`src/rtl/ipsxe_floating_point_chunk_carry_split_v1_0_if.sv`:
```
// Handshake/operand bus for the chunk-serial A - B + C engine.
// The slice stream signals exist only with IPSXE_FLT_CHUNK_SLICE_STREAM_EN defined.
interface ipsxe_floating_point_chunk_carry_split_v1_0_if #(
    parameter int WIDTH = 54,
    parameter int CHUNK = 18
);
    localparam int NCHUNK = WIDTH / CHUNK;
    localparam int IDXW   = (NCHUNK > 1) ? $clog2(NCHUNK) : 1;

    logic             i_valid;
    logic             o_ready;
    logic [WIDTH-1:0] i_a;
    logic [WIDTH-1:0] i_b;
    logic [WIDTH-1:0] i_c;
    logic             o_valid;
    logic             i_ready;
    logic [WIDTH-1:0] o_sum;
    logic [1:0]       o_carry;
    logic             o_busy;
`ifdef IPSXE_FLT_CHUNK_SLICE_STREAM_EN
    logic             o_slice_valid;
    logic [CHUNK-1:0] o_slice_sum;
    logic [1:0]       o_slice_carry;
    logic [IDXW-1:0]  o_slice_idx;
`endif

    modport slave (
        input  i_valid, i_a, i_b, i_c, i_ready,
        output o_ready, o_valid, o_sum, o_carry, o_busy
`ifdef IPSXE_FLT_CHUNK_SLICE_STREAM_EN
        , output o_slice_valid, o_slice_sum, o_slice_carry, o_slice_idx
`endif
    );

    modport master (
        output i_valid, i_a, i_b, i_c, i_ready,
        input  o_ready, o_valid, o_sum, o_carry, o_busy
`ifdef IPSXE_FLT_CHUNK_SLICE_STREAM_EN
        , input o_slice_valid, o_slice_sum, o_slice_carry, o_slice_idx
`endif
    );
endinterface

```
`src/rtl/ipsxe_floating_point_chunk_carry_split_v1_0.sv`:
```
// Chunk-serial signed A - B + C with a 2-bit signed group carry per slice.
// Optional per-slice output stream: define IPSXE_FLT_CHUNK_SLICE_STREAM_EN.
module ipsxe_floating_point_chunk_carry_split_v1_0 #(
    parameter int WIDTH = 54,
    parameter int CHUNK = 18
) (
    input  logic i_clk,
    input  logic i_rst_n,
    ipsxe_floating_point_chunk_carry_split_v1_0_if.slave bus
);
    localparam int NCHUNK = WIDTH / CHUNK;
    localparam int IDXW   = (NCHUNK > 1) ? $clog2(NCHUNK) : 1;

    typedef enum logic [1:0] {IDLE, RUN, DONE} state_t;

    state_t           state_q, state_d;
    logic [IDXW-1:0]  idx_q, idx_d;
    logic [1:0]       carry_q, carry_d;
    logic [WIDTH-1:0] a_q, a_d, b_q, b_d, c_q, c_d;
    logic [WIDTH-1:0] sum_q, sum_d;
    logic             ready_q, ready_d;
    logic             valid_q, valid_d;
    logic             busy_q, busy_d;
    logic [CHUNK+1:0] s;
    logic [WIDTH-1:0] sum_shift;

    // Operands shift right one slice per RUN cycle, so the active slice is
    // always the low CHUNK bits; results shift in from the top.
    always_comb begin
        s = {2'b00, a_q[CHUNK-1:0]} - {2'b00, b_q[CHUNK-1:0]}
          + {2'b00, c_q[CHUNK-1:0]} + {{CHUNK{carry_q[1]}}, carry_q};
    end

    generate
        if (NCHUNK == 1) begin : g_one
            assign sum_shift = s[CHUNK-1:0];
        end else begin : g_multi
            assign sum_shift = {s[CHUNK-1:0], sum_q[WIDTH-1:CHUNK]};
        end
    endgenerate

    always_comb begin
        state_d = state_q;
        idx_d   = idx_q;
        carry_d = carry_q;
        a_d     = a_q;
        b_d     = b_q;
        c_d     = c_q;
        sum_d   = sum_q;
        case (state_q)
            IDLE: begin
                if (bus.i_valid && ready_q) begin
                    state_d = RUN;
                    a_d     = bus.i_a;
                    b_d     = bus.i_b;
                    c_d     = bus.i_c;
                    carry_d = '0;
                    idx_d   = '0;
                end
            end
            RUN: begin
                a_d     = a_q >> CHUNK;
                b_d     = b_q >> CHUNK;
                c_d     = c_q >> CHUNK;
                sum_d   = sum_shift;
                carry_d = s[CHUNK+1:CHUNK];
                idx_d   = idx_q + 1'b1;
                if (idx_q == IDXW'(NCHUNK - 1)) state_d = DONE;
            end
            DONE: begin
                if (valid_q && bus.i_ready) state_d = IDLE;
            end
            default: state_d = IDLE;
        endcase
        // o_valid lags DONE entry by one register stage and drops on handoff
        valid_d = (state_q == DONE) && (state_d == DONE);
        ready_d = (state_d == IDLE);
        busy_d  = (state_d != IDLE);
    end

    always_ff @(posedge i_clk or negedge i_rst_n) begin
        if (!i_rst_n) begin
            state_q <= IDLE;
            idx_q   <= '0;
            carry_q <= '0;
            a_q     <= '0;
            b_q     <= '0;
            c_q     <= '0;
            sum_q   <= '0;
            ready_q <= 1'b1;
            valid_q <= 1'b0;
            busy_q  <= 1'b0;
        end else begin
            state_q <= state_d;
            idx_q   <= idx_d;
            carry_q <= carry_d;
            a_q     <= a_d;
            b_q     <= b_d;
            c_q     <= c_d;
            sum_q   <= sum_d;
            ready_q <= ready_d;
            valid_q <= valid_d;
            busy_q  <= busy_d;
        end
    end

    assign bus.o_ready = ready_q;
    assign bus.o_valid = valid_q;
    assign bus.o_sum   = sum_q;
    assign bus.o_carry = carry_q;
    assign bus.o_busy  = busy_q;

`ifdef IPSXE_FLT_CHUNK_SLICE_STREAM_EN
    logic             slice_valid_q, slice_valid_d;
    logic [CHUNK-1:0] slice_sum_q, slice_sum_d;
    logic [1:0]       slice_carry_q, slice_carry_d;
    logic [IDXW-1:0]  slice_idx_q, slice_idx_d;

    always_comb begin
        slice_valid_d = (state_q == RUN);
        slice_sum_d   = slice_sum_q;
        slice_carry_d = slice_carry_q;
        slice_idx_d   = slice_idx_q;
        if (state_q == RUN) begin
            slice_sum_d   = s[CHUNK-1:0];
            slice_carry_d = s[CHUNK+1:CHUNK];
            slice_idx_d   = idx_q;
        end
    end

    always_ff @(posedge i_clk or negedge i_rst_n) begin
        if (!i_rst_n) begin
            slice_valid_q <= 1'b0;
            slice_sum_q   <= '0;
            slice_carry_q <= '0;
            slice_idx_q   <= '0;
        end else begin
            slice_valid_q <= slice_valid_d;
            slice_sum_q   <= slice_sum_d;
            slice_carry_q <= slice_carry_d;
            slice_idx_q   <= slice_idx_d;
        end
    end

    assign bus.o_slice_valid = slice_valid_q;
    assign bus.o_slice_sum   = slice_sum_q;
    assign bus.o_slice_carry = slice_carry_q;
    assign bus.o_slice_idx   = slice_idx_q;
`endif
endmodule

```
`src/flat_wrapper.sv`:
```
// flat-port wrapper written by rule: the top's interface ports become plain ports
module ipsxe_floating_point_chunk_carry_split_v1_0_flat 
#(
    parameter int WIDTH = 54,
    parameter int CHUNK = 18
)
  (i_clk, i_rst_n, bus_i_valid, bus_i_a, bus_i_b, bus_i_c, bus_i_ready, bus_o_ready, bus_o_valid, bus_o_sum, bus_o_carry, bus_o_busy);
  ipsxe_floating_point_chunk_carry_split_v1_0_if #(.WIDTH(WIDTH), .CHUNK(CHUNK)) bus_i ();
  input  logic i_clk;
  input  logic i_rst_n;
  input wire logic [$bits(bus_i.i_valid)-1:0] bus_i_valid;
  input wire logic [$bits(bus_i.i_a)-1:0] bus_i_a;
  input wire logic [$bits(bus_i.i_b)-1:0] bus_i_b;
  input wire logic [$bits(bus_i.i_c)-1:0] bus_i_c;
  input wire logic [$bits(bus_i.i_ready)-1:0] bus_i_ready;
  output wire logic [$bits(bus_i.o_ready)-1:0] bus_o_ready;
  output wire logic [$bits(bus_i.o_valid)-1:0] bus_o_valid;
  output wire logic [$bits(bus_i.o_sum)-1:0] bus_o_sum;
  output wire logic [$bits(bus_i.o_carry)-1:0] bus_o_carry;
  output wire logic [$bits(bus_i.o_busy)-1:0] bus_o_busy;
  assign bus_i.i_valid = bus_i_valid;
  assign bus_i.i_a = bus_i_a;
  assign bus_i.i_b = bus_i_b;
  assign bus_i.i_c = bus_i_c;
  assign bus_i.i_ready = bus_i_ready;
  assign bus_o_ready = bus_i.o_ready;
  assign bus_o_valid = bus_i.o_valid;
  assign bus_o_sum = bus_i.o_sum;
  assign bus_o_carry = bus_i.o_carry;
  assign bus_o_busy = bus_i.o_busy;
  ipsxe_floating_point_chunk_carry_split_v1_0 #(.WIDTH(WIDTH), .CHUNK(CHUNK)) u_core (.i_clk(i_clk), .i_rst_n(i_rst_n), .bus(bus_i));
endmodule
```
`config.mk`:
```
export PLATFORM = sky130hd
export DESIGN_NAME = ipsxe_floating_point_chunk_carry_split_v1_0_flat
export DESIGN_NICKNAME = d
export VERILOG_FILES = /design/src/rtl/ipsxe_floating_point_chunk_carry_split_v1_0_if.sv /design/src/rtl/ipsxe_floating_point_chunk_carry_split_v1_0.sv /design/src/flat_wrapper.sv
export SDC_FILE = /design/constraint.sdc
export NUM_CORES = 1
export LEC_CHECK = 0
export ABC_AREA = 1
export CAP_MARGIN = 25
export CELL_PAD_IN_SITES_DETAIL_PLACEMENT = 0
export CELL_PAD_IN_SITES_GLOBAL_PLACEMENT = 1
export CORE_ASPECT_RATIO = 0.75
export CORE_UTILIZATION = 36
export CTS_CLUSTER_DIAMETER = 100
export CTS_CLUSTER_SIZE = 14
export DETAILED_ROUTE_END_ITERATION = 8
export GPL_ROUTABILITY_DRIVEN = 0
export PLACE_DENSITY = 0.81
export SLEW_MARGIN = 20
export SYNTH_ARGS = -nofsm -noshare
export SYNTH_HDL_FRONTEND = slang
export SYNTH_SLANG_ARGS = --single-unit
export TNS_END_PERCENT = 50
```
`constraint.sdc`:
```
create_clock -name i_clk -period 3.21 [get_ports i_clk]
set_clock_uncertainty 0.15 [all_clocks]
set_input_delay 0.4815 -clock i_clk [delete_from_list [all_inputs] [get_ports i_clk]]
set_output_delay 0.4815 -clock i_clk [all_outputs]
set_load 0.1 [all_outputs]
```
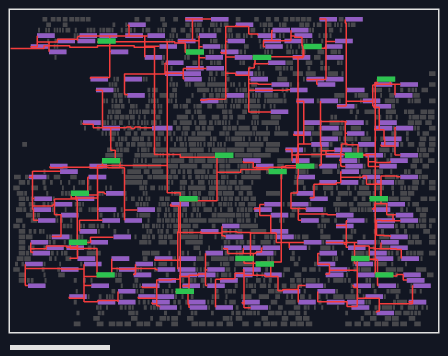
run_1/clock_map.png
The bar under the picture is 50 um long.
cells driving clock nets: shown in green, count 20. clock wires: shown in red, length 3160 um. flip-flops: shown in purple, count 225.
Position of the flops: spread over the die. There are 21 routed clock nets.
Latency at later pin: 0.52 ns

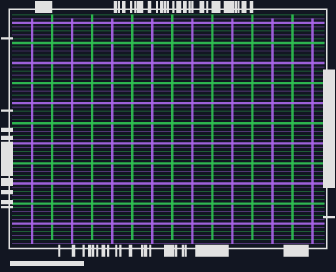
run_1/pdn.png
The bar under the picture is 50 um long. Pins as bars on the die edge.
VSS: shown in purple. VDD: shown in green.
The core has 57 rows. 15 straps on met4.
CORE AREA: 0.03281 mm^2
chip height: 161.0 um
Die X: 214.1 um

==> flow_summary.ini, run 1 <==
; implementation run metrics
[run_status]
status = finished with violations
failed_checks = setup timing

[yosys]
top_cells_by_count = nand2_1 (327), dfrtp_1 (224), inv_1 (211), o21ai_0 (111), nand3_1 (89)
synthTopCellsByArea = dfrtp_1 (46%), nand2_1 (10%), a221oi_2 (6.7%)
largest_area_cell = dfrtp_1
ys_sh_aoi_pct = 16.31
simple_gate_area_share_pct = 18.87
yosys-stat-cells = 1410
edf_count = 0

[global_route]
antenna_found_initial = 0
met2_usage_pct = 30.62
grt_overflow = 0
use_met1_pct = 31.09
busiest_layer = met1
use_met3_pct = 3.785
grt_util_all_layers_pct = 20.48

[routing]
route.met2.wl_um = 15700
detail-route-antenna-nets = 0
met3_length_um = 1852
drt_wl_total_um = 35950
met1_length_um = 17890

[final_timing]
fin_tns_setup_ns = -1.214
rsz0062_at_grt = yes
setup_slack_ns = -0.1849
hold_slack_ns = 0.3213
setup_viol = 10

[layout]
fill_cells = 3099
layout_top_cells = nand2_1 (289), dfrtp_1 (222), inv_1 (192)
fin_cells = 2116
num_antenna_cells = 0
logic_area_mm2 = 0.006183
register_area_mm2 = 0.005637
mostFrequentLayoutCell = nand2_1

[clock_network]
htreeDepth = 1
root_buffer = clkbuf_16
cts.repair.resized = 75
cts_inserted_buffers = 20

[setup_path]
cp_top_family = adder cells
start_kind = register
cp-end-kind = register
cp_slowest_stage_delay_ns = 0.49

[placed_design]
dpl_cell_area_mm2 = 0.01512
place_ws_ns = -0.3131
dp_hpwl_um = 24710
dp.cells = 2070

[flow_run]
cap_violations = 0

[die]
dieArea_mm2 = 0.03447

[hold_path]
hp-class = reg -> reg
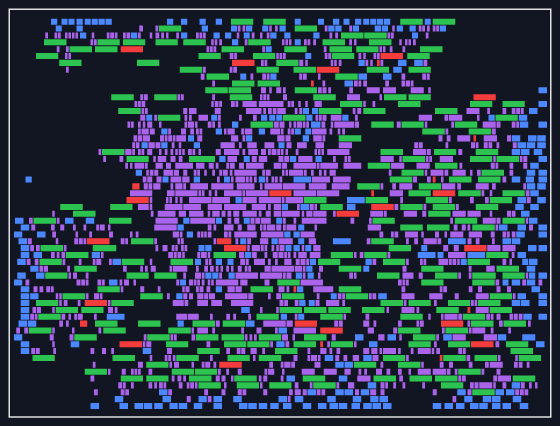
run_1/cell_classes.png
flops: shown in green, cells 225, share of their area 35%. all other logic: shown in purple, cells 1108, share of their area 44%. clock drivers and dummy loads: shown in red, cells 32, share of their area 3.5%. other buffers and delay cells: shown in blue, cells 309, share of their area 18%.
final instance area: 0.01658 mm^2
# rows: 57
Final Util: 50.55%
fraction of area in registers: 33.99%

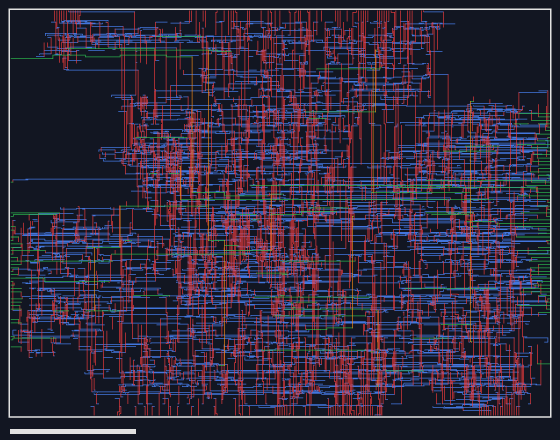
run_1/metal_stack.png
The bar under the picture is 50 um long.
met4: shown in orange, wire length 498 um. met3: shown in green, wire length 1850 um. met1: shown in blue, wire length 17900 um. met2: shown in red, wire length 15700 um.

-- run 1: area by class of cell --
type	count	share of cell area [%]
Tap cell	442	3.335
Timing Repair Buffer	309	17.07
Sequential cell	225	33.99
Clock buffer	29	3.221
Multi-Input combinational cell	894	37.28
Inverter	214	4.896
Clock inverter	3	0.2037
-- run 1: sequential cells by signal (all words and copies together) (netlist names) --
| name | cells |
|---|---|
| u_core.bus.o_busy | 1 |
| u_core.c_q | 54 |
| u_core.a_q | 54 |
| u_core.bus.o_ready | 1 |
| u_core.state_q | 2 |
| u_core.bus.o_carry | 2 |
| u_core.b_q | 54 |
| u_core.bus.o_sum | 54 |
| u_core.idx_q | 2 |
| u_core.bus.o_valid | 1 |
-- run 1: kinds of logic after synthesis --
logic type | Yosys count
AND-OR/OR-AND | 269
XOR/XNOR | 20
adder cells (fa/ha/maj) | 58
buffers and inverters | 291
flip-flops | 225
AND/OR/NAND/NOR | 547
-- run 1: path summary, 6_finish.rpt --
check / start / endpoint / slack [ns] / cells after the start
setup / recovery: u_core.b_q[0] / u_core.bus.o_carry[1] / -0.18 / 22
hold / removal: u_core.bus.o_sum[11] / u_core.bus.o_sum[11] / 0.32 / 2
setup reg to reg: u_core.b_q[0] / u_core.bus.o_carry[1] / -0.18 / 22
hold reg to reg: u_core.bus.o_sum[11] / u_core.bus.o_sum[11] / 0.32 / 2
max in group asynchronous: i_rst_n / u_core.b_q[34] / 1.74 / 3
min in group asynchronous: i_rst_n / u_core.b_q[49] / 0.35 / 2
==> run 1 -> run 2 <==
- ABC_AREA: 1 -> default
- CORE_UTILIZATION: 36 -> 35
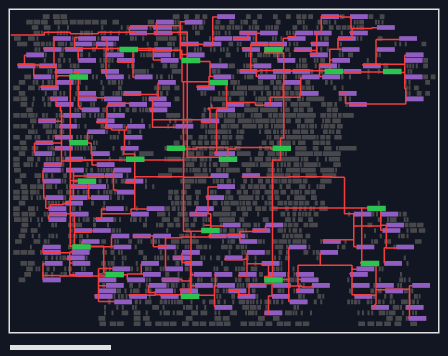
run_2/clock_map.png
The bar under the picture is 50 um long.
clock wires: shown in red, length 3130 um. cells driving clock nets: shown in green, count 20. flip-flops: shown in purple, count 225.
Position of the flops: spread over the die. There are 21 routed clock nets.
Latency at later pin: 0.54 ns

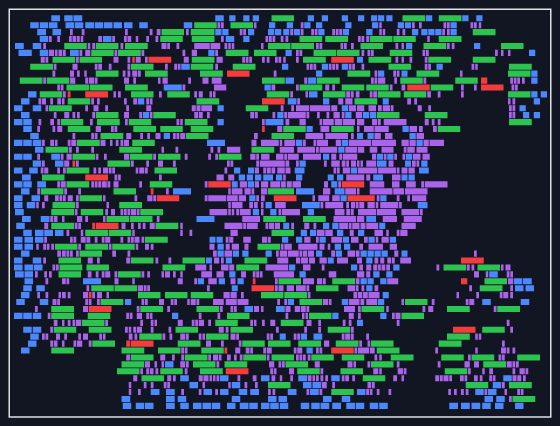
run_2/cell_classes.png
clock drivers and dummy loads: shown in red, cells 33, share of their area 3.8%. all other logic: shown in purple, cells 1090, share of their area 39%. other buffers and delay cells: shown in blue, cells 353, share of their area 21%. flops: shown in green, cells 225, share of their area 36%.
fraction of area in registers: 35.10%
CORE AREA: 0.03252 mm^2
final instance area: 0.01605 mm^2

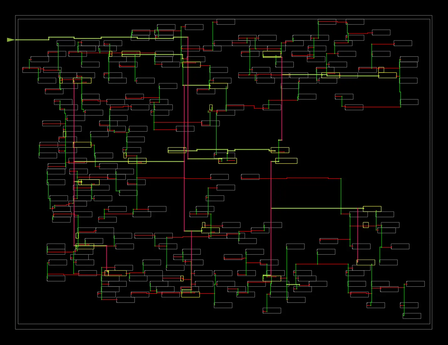
run_2/final_clocks.png
Seq cells: 225
CTS Buf Count: 20

==> run 2 against run 1 <==
Against the previous run: the flow still finishes with violations (setup timing); synthesized cell count shrank 0.78%; first-iteration DRC count grew 4.3%; critical path depth shrank 4; wire length shrank 3.8%; critical path type unchanged; via count grew 3.1%.
==> flow_summary.ini, run 2 <==
; implementation run metrics
[yosys]
syn_nets = 1623
syn_area_mm2 = 0.01160
yosys_area_mm2 = 0.01160
ys_types = 53
edf_count = 0
largest_area_cell = dfrtp_1
synthTopCellsByArea = dfrtp_1 (48%), nand2_1 (15%), a31oi_1 (6.3%)
synth_seq_share_pct = 48.55
top_cells_by_count = nand2_1 (474), dfrtp_1 (224), nor2_1 (124), a31oi_1 (116), a21oi_1 (83)
yosys-stat-cells = 1399

[hold_path]
worstHoldStart = u_core.bus.o_sum[7]
whs_endpoint = u_core.bus.o_sum[7]
hold_depth = 2
hp-class = reg -> reg

[routing]
met3_length_um = 1528
detail-route-antenna-nets = 0
vias = 10670
met1_length_um = 16640
highest_layer = met4
drt_wl_total_um = 34580
route.met2.wl_um = 15830

[clock_network]
cts_tree = yes
ctsLongestPathBuffers = 3
root_buffer = clkbuf_16
htreeDepth = 1

[setup_path]
worstPathMaxFanout = 6
reg2reg_from = u_core.b_q[0]
worstPathCellList = ha_4 > fa_2 > nor2b_2 > o31a_1 > o21ai_2 > a31oi_4 > and4_1 > nor3_2 > fa_1 > inv_2 > ha_4 > buf_6 > o21ai_2 > a31oi_1 > nor3_2 > a31oi_2 > buf_4 > a211o_1
cp_slowest_stage_delay_ns = 0.50
criticalPathCategory = reg -> reg
cp-end-kind = register
ff2ff_setup_slack_ns = -0.96
crit_slowest_cell = fa_1
crit_start = u_core.b_q[0]
worst_r2r_path_depth = 18
timing.rr.end = u_core.bus.o_sum[52]
required_ns = 3.49
start_kind = register

[global_route]
busiest_layer = met2
grt_first_pass_wirelength_um = 56120
grt_util_all_layers_pct = 20.66
use_met1_pct = 30.71
use_met3_pct = 2.871
antenna_found_initial = 0
grt_max_degree = 85
grt_pass1_vias = 10460
grt_overflow = 0
met2_usage_pct = 32.21

[layout]
num_antenna_cells = 0
area_growth_pct = 38.41
mostFrequentLayoutCell = nand2_1
layout_top_cells = nand2_1 (472), dfrtp_1 (223), buf_4 (171)
final_nets = 1914
register_area_mm2 = 0.005635
fin_cells = 2143
fill_cells = 3166
logic_area_mm2 = 0.005773
post-route-util_pct = 49.37

[final_timing]
fin_tns_setup_ns = -9.412
timing.final.max_slew_violations = 0
rsz0062_at_grt = yes
tightest_slew_ns = 0.7981
final.min_clock_period_ns = 4.172
setup_slack_ns = -0.9618
hold_slack_ns = 0.3250
setup_viol = 14

[die]
io_pins = 225
rows = 57
die-height_um = 159.7
dieArea_mm2 = 0.03388
die_x_um = 212.2

[flow_run]
cap_violations = 0
warnings = 29

[placed_design]
dp.cells = 2095
dpl_cell_area_mm2 = 0.01498
dp_hpwl_um = 24510
place_ws_ns = -1.004

[run_status]
status = finished with violations
failed_checks = setup timing
[run 2: cell types whose count changed after synthesis, moves of 49 or more]
cell,previous run,this run
nand2_1,327,474
inv_1,211,81
a31oi_1,19,116
nand3_1,89,6
o21ai_0,111,34
nor2_1,58,124
a221oi_2,54,0
a21oi_1,31,83
nor3_1,59,10
[run 2: kinds of logic after synthesis]
family	count (synthesis)	synth area share [%]
multiplexers	3	0.2589
XOR/XNOR	24	1.812
AND-OR/OR-AND	274	14.17
buffers and inverters	165	5.458
AND/OR/NAND/NOR	650	22.19
flip-flops	225	48.55
adder cells (fa/ha/maj)	58	7.551
[run 2: worst max path at each step]
stage / to / depth (start not counted) / slack (ns)
after global placement: u_core.bus.o_carry[1] / 20 / -0.93
final: u_core.bus.o_sum[52] / 18 / -0.96
after global routing: u_core.bus.o_carry[0] / 20 / -1.18
after CTS: u_core.bus.o_carry[1] / 20 / -0.89
after detailed placement: u_core.bus.o_sum[52] / 19 / -1.00
after floorplan: u_core.bus.o_carry[1] / 19 / -0.85
[run 2: critical path, delay by kind of cell, from the launching register on]
kind,cells,cell delay (ns)
DFF,1,0.41
adders and majority gates,4,1.26
and+or+nand+nor,4,0.74
AOI/OAI and AO/OA,7,1.18
buffers and inverters,3,0.34
[run 2: final cells by class]
type,count,area share [%]
Timing Repair Buffer,353,19.94
Clock buffer,29,3.328
Sequential cell,225,35.10
Inverter,81,1.917
Multi-Input combinational cell,1009,35.96
Clock inverter,4,0.3117
Tap cell,442,3.445
[run 2: what timing repair did]
action	in CTS	in global routing
hold buffers	1	0
gates resized	56	22
pin swaps	25	16
setup buffers	7	8
hold endpoints to repair	78	0
endpoints found under the setup margin	16	16
==> run 2 -> run 3 <==
- TNS_END_PERCENT: 50 -> 5
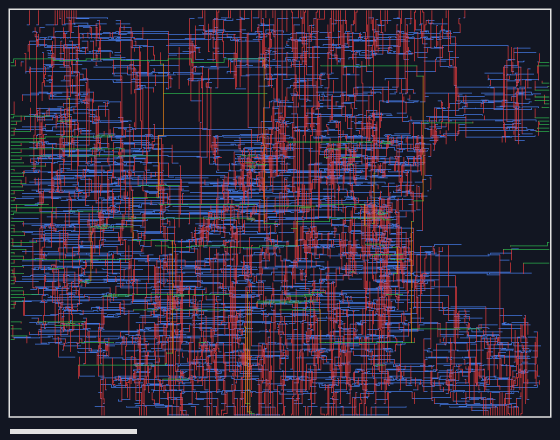
run_3/metal_stack.png
The bar under the picture is 50 um long.
met3: shown in green, wire length 1560 um. met2: shown in red, wire length 15500 um. met4: shown in orange, wire length 498 um. met1: shown in blue, wire length 16500 um.

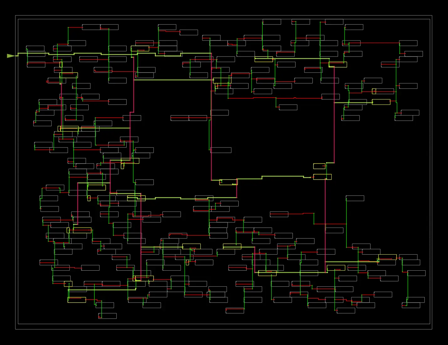
run_3/final_clocks.png
Latency at later pin: 0.53 ns
# clock sinks: 225
Layout clock buffers: 28

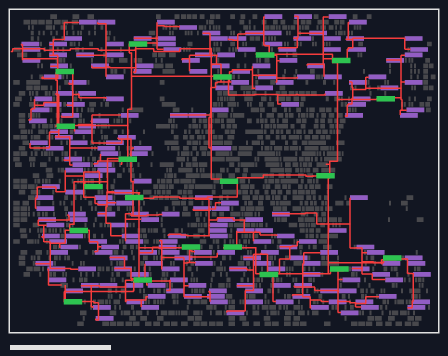
run_3/clock_map.png
The bar under the picture is 50 um long.
clock wires: shown in red, length 3170 um. cells driving clock nets: shown in green, count 20. flip-flops: shown in purple, count 225.
Position of the flops: spread over the die.

==> run 3 against run 2 <==
Against the previous run: the flow still finishes with violations (setup timing); global-route usage decreased by 0.13 points; critical path depth increased by 1; fmax increased by 0.38%; area after synthesis unchanged; non-clock buffer count decreased by 6; cell count decreased by 0.37%; clock-buffer cell count decreased by 1; sequential share of layout area increased by 0.50 points.
==> flow_summary.ini, run 3 <==
; implementation run metrics
[routing]
met3_length_um = 1557
route.met2.wl_um = 15530
detail-route-antenna-nets = 0
drt_wl_total_um = 34050
vias = 10540

[layout]
mostFrequentLayoutCell = nand2_1
logic_area_mm2 = 0.005658
final_nets = 1908
layout_top_cells = nand2_1 (472), dfrtp_1 (223), buf_4 (174)
post-route-util_pct = 48.68
register_area_mm2 = 0.005635
num_antenna_cells = 0
area_growth_pct = 36.48
fin_cells = 2135

[die]
die-height_um = 159.7
io_pins = 225
core_mm2 = 0.03252
rows = 57
die_x_um = 212.2

[global_route]
antenna_found_initial = 0
grt_util_all_layers_pct = 20.53
grt_first_pass_wirelength_um = 55980
met2_usage_pct = 32.85
use_met1_pct = 29.52
busiest_layer = met2
grt_pass1_vias = 10740
use_met3_pct = 3.304

[yosys]
syn_nets = 1623
largest_area_cell = dfrtp_1
edf_count = 0
xor_share_pct = 1.812
mux_area_share_pct = 0.2589
ys_sh_aoi_pct = 14.17
ys_types = 53
logic_family = simple AND/OR/NAND/NOR gates
synth_seq_share_pct = 48.55
simple_gate_area_share_pct = 22.19
syn_area_mm2 = 0.01160
yosys-stat-cells = 1399
synthTopCellsByArea = dfrtp_1 (48%), nand2_1 (15%), a31oi_1 (6.3%)
top_cells_by_count = nand2_1 (474), dfrtp_1 (224), nor2_1 (124), a31oi_1 (116), a21oi_1 (83)
adder_share_pct = 7.551
yosys_area_mm2 = 0.01160

[setup_path]
crit_start = u_core.a_q[0]
cp_slowest_stage_delay_ns = 0.48
worstPathMaxFanout = 4
reg2reg_from = u_core.a_q[0]
start_kind = register
worstPathCellList = inv_1 > ha_2 > fa_2 > nor2b_2 > o31a_1 > o21ai_2 > a31oi_2 > and4_1 > nor3_2 > fa_1 > inv_1 > ha_4 > buf_4 > nand4_1 > nor2_1 > o211ai_1 > a31oi_2 > nor4b_2 > a211o_1
criticalPathCategory = reg -> reg
crit_slowest_cell = fa_1
critical_path_arrival_ns = 4.43
required_ns = 3.48
cp-end-kind = register
critPathBufInv = 3

[clock_network]
cts_hold_buffers = 1
cts_tree = yes
htreeDepth = 1
cts.repair.resized = 45
postCtsSetupBuffers = 4
cts_inserted_buffers = 20
ctsLongestPathBuffers = 3

[run_status]
status = finished with violations
failed_checks = setup timing

[flow_run]
warnings = 33
cap_violations = 0

[final_timing]
final.min_clock_period_ns = 4.156
timing.final.max_slew_violations = 0
rsz0062_at_grt = yes
setup_slack_ns = -0.9459
tightest_slew_ns = 0.7722
setup_viol = 14

[placed_design]
place_ws_ns = -1.094
dp_hpwl_um = 24460
dp.cells = 2099

[hold_path]
worstHoldStart = u_core.bus.o_sum[14]
hp-class = reg -> reg
[run 3: worst paths after layout]
kind	end	slack, ns	cells after the start
setup / recovery	u_core.bus.o_sum[52]	-0.95	19
hold / removal	u_core.bus.o_sum[14]	0.33	2
setup reg to reg	u_core.bus.o_sum[52]	-0.95	19
hold reg to reg	u_core.bus.o_sum[14]	0.33	2
max in group asynchronous	u_core.bus.o_ready	1.67	3
min in group asynchronous	u_core.c_q[10]	0.38	2
[run 3: stage by stage]
step	hold slack (ns)	instance area, um^2	setup TNS [ns]
floorplan	0.03591	11620	-5.715
global placement	0.3111	14950	-9.551
detailed placement	0.3180	14950	-10.89
CTS	0.3216	15780	-8.704
global route	0.3247	15830	-12.94
finish	0.3286	15830	-9.656
[run 3: area by class of cell]
| type | count | area share [%] |
|---|---|---|
| Inverter | 81 | 1.944 |
| Clock buffer | 28 | 3.351 |
| Sequential cell | 225 | 35.60 |
| Tap cell | 442 | 3.494 |
| Clock inverter | 3 | 0.2055 |
| Multi-Input combinational cell | 1009 | 35.74 |
| Timing Repair Buffer | 347 | 19.66 |
[run 3: worst register-to-register path, cell delays in order (launching register included)]
cell	delay [ns]
dfrtp_1	0.35
inv_1	0.05
ha_2	0.19
fa_2	0.36
nor2b_2	0.14
o31a_1	0.24
o21ai_2	0.09
a31oi_2	0.24
and4_1	0.24
nor3_2	0.06
fa_1	0.48
inv_1	0.06
ha_4	0.27
buf_4	0.11
nand4_1	0.14
nor2_1	0.14
o211ai_1	0.20
a31oi_2	0.24
nor4b_2	0.07
a211o_1	0.28
